<file path="config.mk">
export PLATFORM = sky130hd
export DESIGN_NAME = fifo_uart_tx_flat
export DESIGN_NICKNAME = d
export VERILOG_FILES = /design/src/rtl/fifo_uart_pkg.sv /design/src/rtl/fifo_uart_tx_if.sv /design/src/rtl/fifo_uart_tx_baud.sv /design/src/rtl/fifo_uart_tx.sv /design/src/flat_wrapper.sv
export SDC_FILE = /design/constraint.sdc
export NUM_CORES = 1
export LEC_CHECK = 0
export CAP_MARGIN = 40
export CORE_AREA = 2 2 56 79
export DETAILED_ROUTE_END_ITERATION = 7
export DIE_AREA = 0 0 58 81
export PLACE_DENSITY_LB_ADDON = 0.25
export SKIP_LAST_GASP = 1
export SYNTH_ARGS = -nofsm -noshare
export SYNTH_HDL_FRONTEND = slang
export SYNTH_HIERARCHICAL = 1
export SYNTH_SLANG_ARGS = --single-unit
</file>
<file path="constraint.sdc">
create_clock -name clk -period 3.66 [get_ports clk]
set_input_delay 0.366 -clock clk [delete_from_list [all_inputs] [get_ports clk]]
set_output_delay 0.366 -clock clk [all_outputs]
set_load 0.01 [all_outputs]
</file>
<file path="src/rtl/fifo_uart_pkg.sv">
// Shared types and constants for the FIFO-drain UART transmitter.
package fifo_uart_pkg;

  localparam int unsigned DEFAULT_CLKS_PER_BIT = 139;
  localparam int unsigned IDLE_GAP_CYCLES      = 3;

  typedef enum logic [2:0] {
    ST_IDLE,
    ST_FETCH,
    ST_LOAD,
    ST_START,
    ST_DATA,
    ST_PARITY,
    ST_STOP
  } uart_tx_state_t;

endpackage

</file>
<file path="src/rtl/fifo_uart_tx_if.sv">
// FIFO read-side and UART line signals of fifo_uart_tx.
// master: the transmitter; slave: FIFO / line environment.
interface fifo_uart_tx_if #(
  parameter int unsigned DATA_W = 8
);
  logic              enable;
  logic              fifo_empty;
  logic [DATA_W-1:0] fifo_data;
  logic              fifo_rd_en;
  logic              tx;
  logic              busy;
  logic              frame_done;
  logic [15:0]       bytes_sent;

  modport master (
    input  enable, fifo_empty, fifo_data,
    output fifo_rd_en, tx, busy, frame_done, bytes_sent
  );

  modport slave (
    output enable, fifo_empty, fifo_data,
    input  fifo_rd_en, tx, busy, frame_done, bytes_sent
  );
endinterface

</file>
<file path="src/rtl/fifo_uart_tx_baud.sv">
// Bit-period counter: counts 0..CLKS_PER_BIT-1, bit_end_o on the last count,
// synchronous reload to 0 whenever the transmitter changes state.
module uart_baud_gen
  import fifo_uart_pkg::*;
#(
  parameter int unsigned CLKS_PER_BIT = DEFAULT_CLKS_PER_BIT
) (
  input  logic clk,
  input  logic rst,
  input  logic reload_i,
  output logic bit_end_o
);
  localparam int unsigned     CNT_W = (CLKS_PER_BIT > 1) ? $clog2(CLKS_PER_BIT) : 1;
  localparam logic [CNT_W-1:0] LAST = CNT_W'(CLKS_PER_BIT - 1);

  logic [CNT_W-1:0] cnt_q, cnt_d;

  // next count: wrap at the end of a bit period or on a state change
  always_comb begin
    cnt_d = cnt_q + CNT_W'(1);
    if (reload_i || (cnt_q == LAST)) cnt_d = '0;
  end

  // counter register
  always_ff @(posedge clk or posedge rst) begin
    if (rst) cnt_q <= '0;
    else     cnt_q <= cnt_d;
  end

  assign bit_end_o = (cnt_q == LAST);
endmodule

</file>
<file path="src/rtl/fifo_uart_tx.sv">
// Drains a byte FIFO and serialises each word as an 8N1 UART frame.
// Optional even parity bit: define FIFO_UART_PARITY_EN.
module fifo_uart_tx
  import fifo_uart_pkg::*;
#(
  parameter int unsigned CLKS_PER_BIT = DEFAULT_CLKS_PER_BIT,
  parameter int unsigned DATA_W       = 8
) (
  input  logic                   clk,
  input  logic                   rst,
  fifo_uart_tx_if.master         bus
);
  localparam int unsigned      IDX_W    = (DATA_W > 1) ? $clog2(DATA_W) : 1;
  localparam logic [IDX_W-1:0] LAST_IDX = IDX_W'(DATA_W - 1);

  uart_tx_state_t    state_q, state_d;
  logic [DATA_W-1:0] shift_q, shift_d;
  logic [IDX_W-1:0]  idx_q, idx_d;
  logic              tx_q, tx_d;
  logic [15:0]       sent_q, sent_d;
  logic              bit_end;
  logic              reload;

  assign reload = (state_d != state_q);

  uart_baud_gen #(
    .CLKS_PER_BIT (CLKS_PER_BIT)
  ) u_baud (
    .clk       (clk),
    .rst       (rst),
    .reload_i  (reload),
    .bit_end_o (bit_end)
  );

  // next state, payload capture, bit index, frame counter and line level
  always_comb begin
    state_d = state_q;
    shift_d = shift_q;
    idx_d   = idx_q;
    sent_d  = sent_q;
    tx_d    = 1'b1;

    case (state_q)
      ST_IDLE:  if (bus.enable && !bus.fifo_empty) state_d = ST_FETCH;
      ST_FETCH: state_d = ST_LOAD;
      ST_LOAD: begin
        shift_d = bus.fifo_data;
        idx_d   = '0;
        state_d = ST_START;
      end
      ST_START: if (bit_end) state_d = ST_DATA;
      ST_DATA: begin
        if (bit_end) begin
          if (idx_q == LAST_IDX) begin
`ifdef FIFO_UART_PARITY_EN
            state_d = ST_PARITY;
`else
            state_d = ST_STOP;
`endif
          end else begin
            idx_d = idx_q + IDX_W'(1);
          end
        end
      end
`ifdef FIFO_UART_PARITY_EN
      ST_PARITY: if (bit_end) state_d = ST_STOP;
`endif
      ST_STOP: begin
        if (bit_end) begin
          state_d = ST_IDLE;
          sent_d  = sent_q + 16'd1;
        end
      end
      default: state_d = ST_IDLE;
    endcase

    // tx is registered, so its level is decoded from the state being entered
    case (state_d)
      ST_START:  tx_d = 1'b0;
      ST_DATA:   tx_d = shift_q[idx_d];
`ifdef FIFO_UART_PARITY_EN
      ST_PARITY: tx_d = ^shift_q;
`endif
      default:   tx_d = 1'b1;
    endcase
  end

  // state and datapath registers
  always_ff @(posedge clk or posedge rst) begin
    if (rst) begin
      state_q <= ST_IDLE;
      shift_q <= '0;
      idx_q   <= '0;
      tx_q    <= 1'b1;
      sent_q  <= '0;
    end else begin
      state_q <= state_d;
      shift_q <= shift_d;
      idx_q   <= idx_d;
      tx_q    <= tx_d;
      sent_q  <= sent_d;
    end
  end

  assign bus.tx         = tx_q;
  assign bus.fifo_rd_en = (state_q == ST_FETCH);
  assign bus.busy       = (state_q != ST_IDLE);
  assign bus.frame_done = (state_q == ST_STOP) && bit_end;
  assign bus.bytes_sent = sent_q;
endmodule

</file>
<file path="src/flat_wrapper.sv">
// flat-port wrapper written by rule: the top's interface ports become plain ports
module fifo_uart_tx_flat import fifo_uart_pkg::*;
#(
  parameter int unsigned CLKS_PER_BIT = DEFAULT_CLKS_PER_BIT,
  parameter int unsigned DATA_W       = 8
)
  (clk, rst, bus_enable, bus_fifo_empty, bus_fifo_data, bus_fifo_rd_en, bus_tx, bus_busy, bus_frame_done, bus_bytes_sent);
  fifo_uart_tx_if #(.DATA_W(DATA_W)) bus_i ();
  input  logic clk;
  input  logic rst;
  input wire logic [$bits(bus_i.enable)-1:0] bus_enable;
  input wire logic [$bits(bus_i.fifo_empty)-1:0] bus_fifo_empty;
  input wire logic [$bits(bus_i.fifo_data)-1:0] bus_fifo_data;
  output wire logic [$bits(bus_i.fifo_rd_en)-1:0] bus_fifo_rd_en;
  output wire logic [$bits(bus_i.tx)-1:0] bus_tx;
  output wire logic [$bits(bus_i.busy)-1:0] bus_busy;
  output wire logic [$bits(bus_i.frame_done)-1:0] bus_frame_done;
  output wire logic [$bits(bus_i.bytes_sent)-1:0] bus_bytes_sent;
  assign bus_i.enable = bus_enable;
  assign bus_i.fifo_empty = bus_fifo_empty;
  assign bus_i.fifo_data = bus_fifo_data;
  assign bus_fifo_rd_en = bus_i.fifo_rd_en;
  assign bus_tx = bus_i.tx;
  assign bus_busy = bus_i.busy;
  assign bus_frame_done = bus_i.frame_done;
  assign bus_bytes_sent = bus_i.bytes_sent;
  fifo_uart_tx #(.CLKS_PER_BIT(CLKS_PER_BIT), .DATA_W(DATA_W)) u_core (.clk(clk), .rst(rst), .bus(bus_i));
endmodule
</file>
**M1 wires**

(4 px per um)
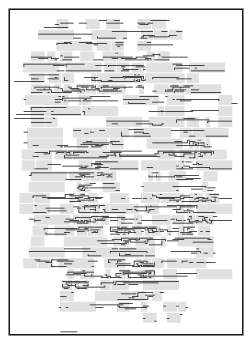
- longest straight run: 16.6 um
- share of all routed wire: 41%

**M2 wires**

(6 px per um)
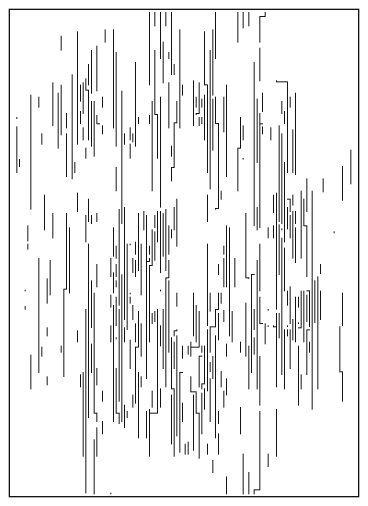
- main direction: vertical
- wire length on this layer: 2140 um
- nets with wire on the layer: 207
- share of all routed wire: 52%
- longest straight run: 36.4 um

**M3 wires**

(3 px per um)
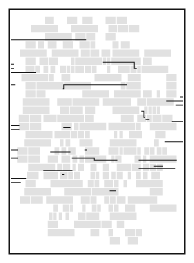
- longest straight run: 24.8 um
- wire length on this layer: 172 um
- share of all routed wire: 4.2%

==> summary.txt <==
Observations from the implementation run.

Outcome:
- The run finished with clean final reports.

Layout:
- The run puts the number of inserted filler cells in the final layout at between 300 and 400.
- Non-clock buffers in the final layout number 33.
- The run gives the layout net count as roughly 240.
- Per the final layout report, the fraction of cells sized above drive strength 1 comes to 0.131.
- After the flow finishes, the layout carries non-filler instances totaling 266.
- The run gives the flop count as 39.

Power:
- Of all power groups, the one with the highest power is sequential cells.
- The run gives the total power of the final layout as just over 0.8 mW.

Synthesis:
- The run gives the proportion of netlist area held by the largest area contributor as 0.471.
- The commonest cells after synthesis are 38 x sky130_fd_sc_hd__dfrtp_1, 13 x sky130_fd_sc_hd__nand2_1, 13 x sky130_fd_sc_hd__nand3_1.
- After synthesis, the largest family of logic cells by area is simple AND/OR/NAND/NOR gates.
- The main area contributors are sky130_fd_sc_hd__dfrtp_1 47%, sky130_fd_sc_hd__xnor2_1 5.2%, sky130_fd_sc_hd__mux2_2 3.9%.
- The run gives the parity-gate share of the synthesized area counting xor and xnor cells as 0.0824.
- The run gives the tally of yosys warning messages as 6.
- The run puts the synthesis-stage register bit count at 39.
- The run gives the post-synthesis instance total as approximately 190.
- The run gives the leading register cell type out of synthesis as sky130_fd_sc_hd__dfrtp_1.

Critical path:
- STA classifies the critical path endpoint as an output pin.
- The run gives the depth of the critical timing path with buffers and inverters included as 6.
- Per the timing report, the most critical flop-to-flop path originates at u_core/u_baud/cnt_q[0].

Clock network:
- The run puts the total setup buffers inserted after CTS at 0.
- CTS placed an instance of sky130_fd_sc_hd__clkbuf_8 at the clock tree root.
- The run gives the total of cells resized after clock tree synthesis as 0.
- The run gives the number of hold buffers added after CTS as 0.
- The run gives the latest clock arrival within the worst-skew pair as between 200 and 300 ps.
- In this run the number of H-tree levels came out at 2.

STA:
- The run puts the final setup violation count at 0.
- Subtracting the final worst setup slack from the clock period gives about 3100 ps.
- The run gives the transition time at the pin with the least slew margin as approximately 700 ps.

Route:
- In this run the top signal layer used is met4.

Die:
- The run puts the chip footprint at about 4700 um2.

Place:
- The run gives the count of port buffers added during placement as 31.
- After detailed placement, the design holds a cell count of about 260.
No activity file was given, so power comes from the tool's default toggle rates.
